Fig. 1: run 1, cells coloured by class
Drawn at 1.5 px/um.
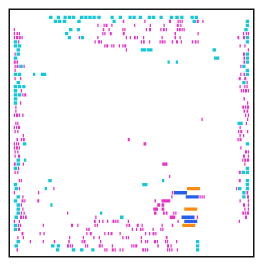
Fig. 2: run 1, M2 wires
Drawn at 3 px/um.
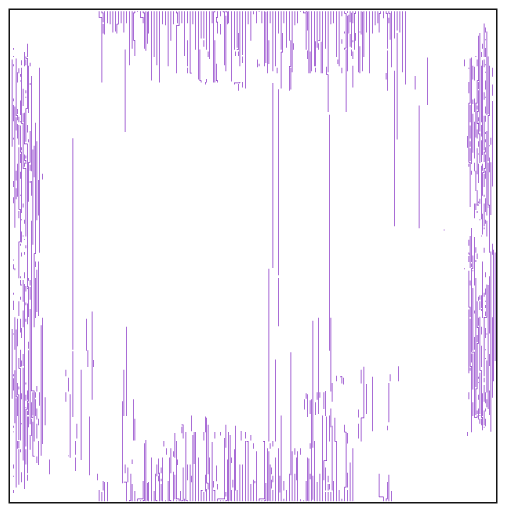
Fig. 3: run 1, I/O nets highlighted
Drawn at 3 px/um.
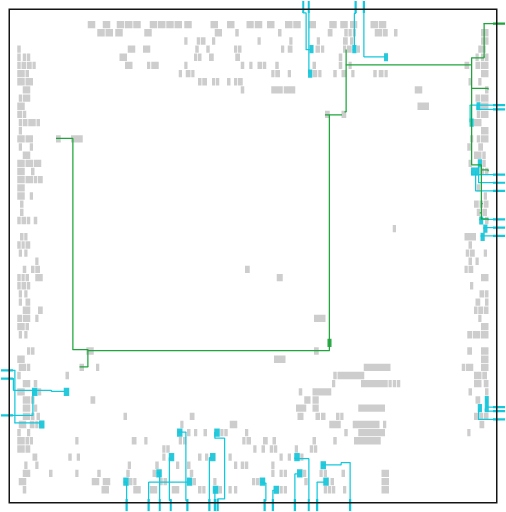
--- src/rtl/tawas_dbus_arb.sv ---
// tawas_dbus_arb: data-bus arbiter, core passthrough with priority, two round-robin aux masters.
// Optional starvation flags enabled by TAWAS_DBUS_ARB_STARVE_EN.
module tawas_dbus_arb #(
    parameter int STARVE_LIMIT = 64
) (
    input  logic        CLK,
    input  logic        RST,
    input  logic [31:0] C_DADDR,
    input  logic        C_DCS,
    input  logic        C_DWR,
    input  logic [3:0]  C_DMASK,
    input  logic [31:0] C_DOUT,
    output logic [31:0] C_DIN,
    input  logic        A0_REQ,
    input  logic        A0_WR,
    input  logic [31:0] A0_ADDR,
    input  logic [3:0]  A0_MASK,
    input  logic [31:0] A0_WDATA,
    output logic        A0_ACK,
    output logic [31:0] A0_RDATA,
    output logic        A0_RVLD,
    output logic        A0_STARVE,
    input  logic        A1_REQ,
    input  logic        A1_WR,
    input  logic [31:0] A1_ADDR,
    input  logic [3:0]  A1_MASK,
    input  logic [31:0] A1_WDATA,
    output logic        A1_ACK,
    output logic [31:0] A1_RDATA,
    output logic        A1_RVLD,
    output logic        A1_STARVE,
    output logic [31:0] M_DADDR,
    output logic        M_DCS,
    output logic        M_DWR,
    output logic [3:0]  M_DMASK,
    output logic [31:0] M_DOUT,
    input  logic [31:0] M_DIN
);
    localparam logic [1:0] OWN_NONE = 2'd0;
    localparam logic [1:0] OWN_CORE = 2'd1;
    localparam logic [1:0] OWN_A0   = 2'd2;
    localparam logic [1:0] OWN_A1   = 2'd3;

    logic       rr_ptr_q, rr_ptr_d, rd_q, rd_d, gnt0, gnt1;
    logic [1:0] owner_q, owner_d;

    always_comb begin
        gnt0     = ~RST & ~C_DCS & A0_REQ & (~A1_REQ | ~rr_ptr_q);
        gnt1     = ~RST & ~C_DCS & A1_REQ & ~gnt0;
        M_DCS    = C_DCS | gnt0 | gnt1;
        M_DADDR  = gnt0 ? A0_ADDR  : gnt1 ? A1_ADDR  : C_DADDR;
        M_DWR    = gnt0 ? A0_WR    : gnt1 ? A1_WR    : C_DWR;
        M_DMASK  = gnt0 ? A0_MASK  : gnt1 ? A1_MASK  : C_DMASK;
        M_DOUT   = gnt0 ? A0_WDATA : gnt1 ? A1_WDATA : C_DOUT;
        A0_ACK   = gnt0;
        A1_ACK   = gnt1;
        rr_ptr_d = gnt0 ? 1'b1 : gnt1 ? 1'b0 : rr_ptr_q;
        owner_d  = gnt0 ? OWN_A0 : gnt1 ? OWN_A1 : C_DCS ? OWN_CORE : OWN_NONE;
        rd_d     = M_DCS & ~M_DWR;
        C_DIN    = M_DIN;
        A0_RDATA = M_DIN;
        A1_RDATA = M_DIN;
        A0_RVLD  = rd_q & (owner_q == OWN_A0);
        A1_RVLD  = rd_q & (owner_q == OWN_A1);
    end

    // Reset drops any read in flight: owner_q returns to NONE so no RVLD follows.
    always_ff @(posedge CLK or posedge RST) begin
        if (RST) begin
            rr_ptr_q <= 1'b0;
            owner_q  <= OWN_NONE;
            rd_q     <= 1'b0;
        end else begin
            rr_ptr_q <= rr_ptr_d;
            owner_q  <= owner_d;
            rd_q     <= rd_d;
        end
    end

`ifdef TAWAS_DBUS_ARB_STARVE_EN
    localparam logic [7:0] LIMIT = 8'(STARVE_LIMIT);

    logic [1:0][7:0] cnt_q, cnt_d;
    logic [1:0]      starve_q, starve_d, req, ack;

    always_comb begin
        req = {A1_REQ, A0_REQ};
        ack = {A1_ACK, A0_ACK};
        for (int i = 0; i < 2; i++) begin
            cnt_d[i]    = (req[i] & ~ack[i]) ? ((cnt_q[i] == 8'hFF) ? cnt_q[i] : cnt_q[i] + 8'd1) : 8'd0;
            starve_d[i] = cnt_d[i] >= LIMIT;
        end
        A0_STARVE = starve_q[0];
        A1_STARVE = starve_q[1];
    end

    always_ff @(posedge CLK or posedge RST) begin
        if (RST) begin
            cnt_q    <= '0;
            starve_q <= '0;
        end else begin
            cnt_q    <= cnt_d;
            starve_q <= starve_d;
        end
    end
`else
    logic unused_limit;

    assign unused_limit = ^STARVE_LIMIT;
    assign A0_STARVE    = 1'b0;
    assign A1_STARVE    = 1'b0;
`endif

endmodule
--- config.mk ---
export PLATFORM = sky130hd
export DESIGN_NAME = tawas_dbus_arb
export DESIGN_NICKNAME = d
export VERILOG_FILES = /design/src/rtl/tawas_dbus_arb.sv
export SDC_FILE = /design/constraint.sdc
export NUM_CORES = 1
export LEC_CHECK = 0
export ABC_AREA = 1
export CAP_MARGIN = 20
export CORE_AREA = 2 2 160 162
export CTS_CLUSTER_SIZE = 40
export DETAILED_ROUTE_END_ITERATION = 12
export DIE_AREA = 0 0 162 164
export DONT_BUFFER_PORTS = 1
export GPL_TIMING_DRIVEN = 0
export PLACE_DENSITY_LB_ADDON = 0.15
export SETUP_SLACK_MARGIN = 0.2
export SLEW_MARGIN = 5
export SYNTH_ARGS = -nofsm -noshare
export SYNTH_HDL_FRONTEND = slang
export SYNTH_SLANG_ARGS = --single-unit
--- constraint.sdc ---
create_clock -name CLK -period 3 [get_ports CLK]
set_clock_uncertainty 0.05 [all_clocks]
set_input_delay 0.6 -clock CLK [delete_from_list [all_inputs] [get_ports CLK]]
set_output_delay 0.6 -clock CLK [all_outputs]
set_load 0.02 [all_outputs]
==> results.json, run 1 <==
{
  "status": "completed",
  "yosys.area.top_type": "buf_4",
  "drive_gt1_share_pct": 28.0,
  "design.core.area_um2": 24800,
  "cts_sinks": 4,
  "dp_hpwl_mm": 10.7,
  "seq_power_uw": 62.9,
  "reg_top3": "owner_q (2), rd_q (1), rr_ptr_q (1)",
  "pwr_density_cell_nw_per_um2": 281,
  "flop_area_um2": 100,
  "critPathLaunchType": "input port",
  "fp_util_pct": 9.52,
  "ff_type": "dfrtp_1",
  "hp-class": "in2async",
  "cts_root_buf": "clkbuf_16",
  "synthTopLogicFamily": "simple AND/OR/NAND/NOR gates",
  "cts_made_buffers": 3,
  "ys_area_um2": 2360,
  "p_clk_share_pct": 25.5,
  "reg2reg_slack_ps": 1620,
  "clock_tree.buffer_depth": 2,
  "max-vdd-ir-drop_uv": 118,
  "routedWlPerCell_um": 15.4,
  "chipArea_um2": 26600,
  "cp_cell_sequence": "nor2_4 -> nand3_4 -> inv_2 -> buf_6 -> buf_6 -> nand2_1 -> nand3_1",
  "synth.top_cell.area_share_pct": 32.4,
  "yosysSeqAreaShare_pct": 4.24,
  "synthCells": 453,
  "finalMaxSlewViolations": 0,
  "drt_iter0_drc": 77,
  "hold_buffers": 0,
  "wl_met2_mm": 6.90,
  "areaGrowthSynthToFinish_pct": 21.0,
  "hold_viol_final": 0,
  "tightest_slew_ps": 551,
  "timing.rr.end": "owner_q[0]",
  "synth-edff-count": 0,
  "critPathKind": "in2out",
  "core.rowCount": 58,
  "cp-startpoint": "C_DCS",
  "fmax_mhz": 384,
  "grt_pass1_vias": 2519,
  "layout_top_cells": "135 x nand2_1, 102 x buf_4, 72 x nor2_1",
  "top_layer_used": "met4",
  "grt_util_met3_pct": 0.859,
  "signal_buffers": 116,
  "largest_class": "multi-input combinational cells",
  "ys_sh_simple_pct": 44.9
}
Back to the opening pictures, Fig. 1:
legend:
  other buffers and delay cells:
    colour: cyan
    cells: 116
    share_of_their_area: 36%
  all other logic:
    colour: magenta
    cells: 334
    share_of_their_area: 57%
  cells driving clock nets:
    colour: orange
    cells: 3
    share_of_their_area: 3.1%
  flip-flops:
    colour: blue
    cells: 4
    share_of_their_area: 4.1%
Final Cell Area: 2860 um2
Final Core Density: 11.5%
fraction of area in registers: 3.50%

Back to the opening pictures, Fig. 2:
nets with wire on the layer: 595
share of all routed wire: 57%
detailed-route wire length: 12.1 mm
M2 GR Usage: 16.7%
DR vias: 2688

Back to the opening pictures, Fig. 3:
legend:
  A1_WDATA:
    colour: cyan
    direction: input
    edge: 14 bottom, 11 right, 4 top, 3 left
    end_cells: 32
    buffers: 0
    wire: 419 um
  A0_ACK:
    colour: green
    direction: output
    edge: right
    end_cells: 1
    buffers: 1
    wire: 405 um
PortBufs: 0
io pins: 416

==> run 2: changes to the inputs <==
--- a/config.mk
+++ b/config.mk
@@ -8,11 +8,11 @@
 export ABC_AREA = 1
 export CAP_MARGIN = 20
 export CORE_AREA = 2 2 160 162
+export CTS_CLUSTER_DIAMETER = 100
 export CTS_CLUSTER_SIZE = 40
 export DETAILED_ROUTE_END_ITERATION = 12
 export DIE_AREA = 0 0 162 164
 export DONT_BUFFER_PORTS = 1
-export GPL_TIMING_DRIVEN = 0
 export PLACE_DENSITY_LB_ADDON = 0.15
 export SETUP_SLACK_MARGIN = 0.2
 export SLEW_MARGIN = 5
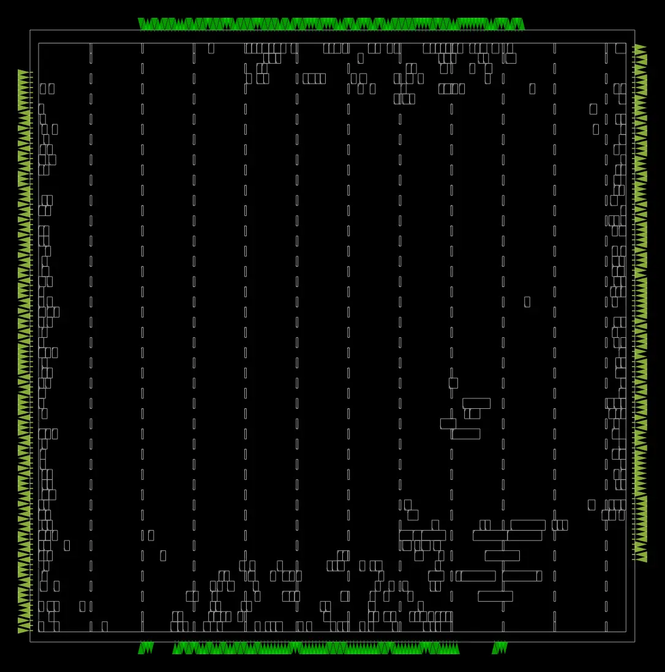
Fig. 4. Cell placement (run 2).
registers: 4
# fillers: 2964
Core Area: 24800 um2

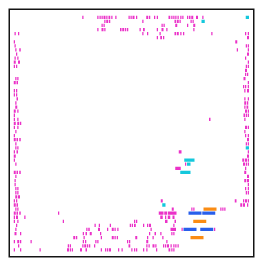
Fig. 5. Cells coloured by class (run 2).
Drawn at 1.5 px/um.
legend:
  all other logic:
    colour: magenta
    cells: 334
    share_of_their_area: 85%
  cells driving clock nets:
    colour: orange
    cells: 3
    share_of_their_area: 4.5%
  flip-flops:
    colour: blue
    cells: 4
    share_of_their_area: 6.1%
  other buffers and delay cells:
    colour: cyan
    cells: 7
    share_of_their_area: 4.7%
fraction of area in registers: 4.85%
Final Core Density: 8.31%

==> run 2 against run 1 <==
Via count fell by 15%. Critical path depth stayed put. Non-clock buffer count down 109. Critical endpoint is now M_DADDR[0]. Hold slack improved by 1.5 ps. Power decreased by 27%.
==> results.json, run 2 <==
{
  "ys_area_um2": 2360,
  "cts_root_buf": "clkbuf_16",
  "cts_made_buffers": 3,
  "signal_buffers": 7,
  "synthTopLogicFamily": "simple AND/OR/NAND/NOR gates",
  "drive_gt1_share_pct": 5.46,
  "ff_type": "dfrtp_1",
  "chipArea_um2": 26600,
  "drt_iter0_drc": 83,
  "pwr_density_cell_nw_per_um2": 285,
  "fin_area_um2": 2060,
  "vias": 2284,
  "flop_area_um2": 100,
  "clock_tree.buffer_depth": 2,
  "status": "completed",
  "cts_sinks": 4,
  "cp_cell_sequence": "nand2_2 -> nand2_1 -> nand3_2 -> clkinv_2 -> buf_4 -> nand2_1 -> nand3_1",
  "ioPinCount": 416,
  "core.rowCount": 58,
  "dp_hpwl_mm": 8.30,
  "critPathKind": "reg2out",
  "p_clk_share_pct": 34.9,
  "areaGrowthSynthToFinish_pct": -12.7,
  "grt_util_met3_pct": 1.31,
  "reg_top3": "owner_q (2), rd_q (1), rr_ptr_q (1)",
  "layout_top_cells": "135 x nand2_1, 72 x nor2_1, 42 x nand3_1",
  "finalMaxSlewViolations": 0,
  "top_layer_used": "met4",
  "synthCells": 453,
  "fmax_mhz": 397,
  "io_buffer_count": 0,
  "synth-edff-count": 0,
  "use_met2_pct": 12.2,
  "routedWlPerCell_um": 14.3,
  "grt_pass1_vias": 2169,
  "timing.rr.end": "rd_q",
  "seq_power_uw": 63.3,
  "ys_sh_simple_pct": 44.9
}
Fig. 6: run 2, I/O nets highlighted
Drawn at 3 px/um.
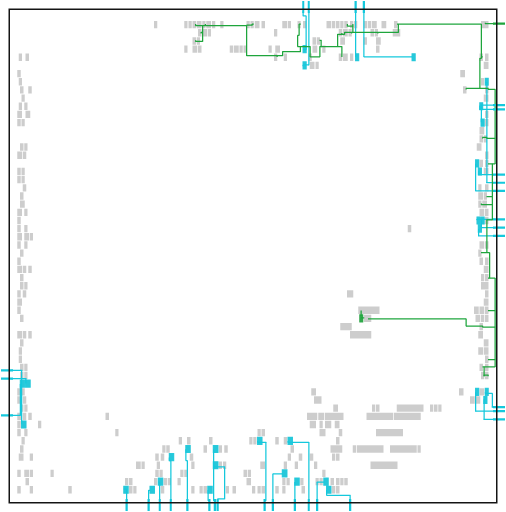

==> run 3: changes to the inputs <==
==> constraint.sdc (replaced) <==
create_clock -name CLK -period 2.2 [get_ports CLK]
set_clock_uncertainty 0.05 [all_clocks]
set_input_delay 0.44 -clock CLK [delete_from_list [all_inputs] [get_ports CLK]]
set_output_delay 0.44 -clock CLK [all_outputs]
set_load 0.02 [all_outputs]
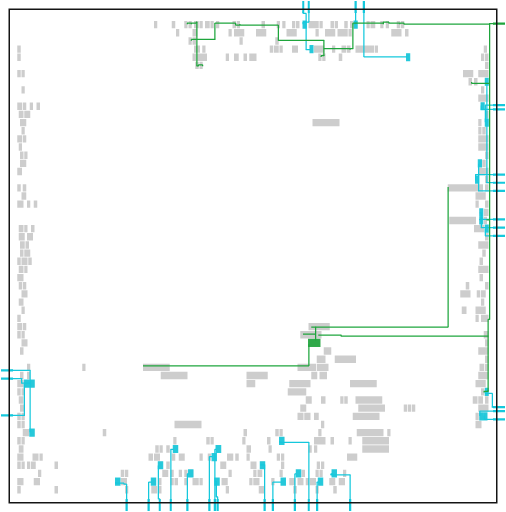
Fig. 7. I/O nets highlighted (run 3).
Drawn at 3 px/um.
legend:
  A0_ACK:
    colour: green
    direction: output
    edge: right
    end_cells: 1
    buffers: 1
    wire: 503 um
  A1_WDATA:
    colour: cyan
    direction: input
    edge: 14 bottom, 11 right, 4 top, 3 left
    end_cells: 32
    buffers: 0
    wire: 398 um

==> run 3 against run 2 <==
First-iteration DRC count rose by 12%. Non-clock buffer count rose by 9. Sequential share of layout area fell by 0.91 points. Critical endpoint is now M_DOUT[27]. Area after synthesis did not move. Sequential cell count did not move. Sequential power rose by 36%. Via count rose by 5.8%. Setup slack got worse by 310 ps. Final area rose by 23%. Hold slack improved by 180 ps.
==> results.json, run 3 <==
{
  "status": "completed",
  "drive_gt1_share_pct": 25.5,
  "clock_tree.buffer_depth": 2,
  "p_clk_share_pct": 30.6,
  "wl_met2_mm": 5.90,
  "largest_class": "multi-input combinational cells",
  "hold_viol_final": 0,
  "seq_power_uw": 86.1,
  "max-vdd-ir-drop_uv": 201,
  "use_met2_pct": 12.5,
  "synth.top_cell.area_share_pct": 32.4,
  "hold_buffers": 1,
  "cts_sinks": 4,
  "io_buffer_count": 0,
  "ioPinCount": 416,
  "areaGrowthSynthToFinish_pct": 7.36,
  "cp-startpoint": "rr_ptr_q",
  "finalMaxSlewViolations": 0,
  "flop_area_um2": 100,
  "core.rowCount": 58,
  "synthCells": 453,
  "grt_pass1_vias": 2247,
  "cts_root_buf": "clkbuf_16"
}
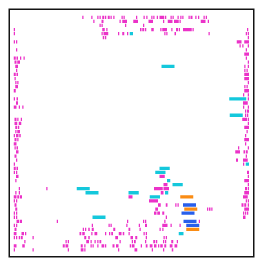
Fig. 8. Cells coloured by class (run 3).
Drawn at 1.5 px/um.
legend:
  all other logic:
    colour: magenta
    cells: 334
    share_of_their_area: 78%
  other buffers and delay cells:
    colour: cyan
    cells: 16
    share_of_their_area: 14%
  cells driving clock nets:
    colour: orange
    cells: 3
    share_of_their_area: 3.5%
  flip-flops:
    colour: blue
    cells: 4
    share_of_their_area: 4.7%
Final Cell Area: 2540 um2
fraction of area in registers: 3.94%
Final Core Density: 10.2%

Power and IR drop assume default switching activity.
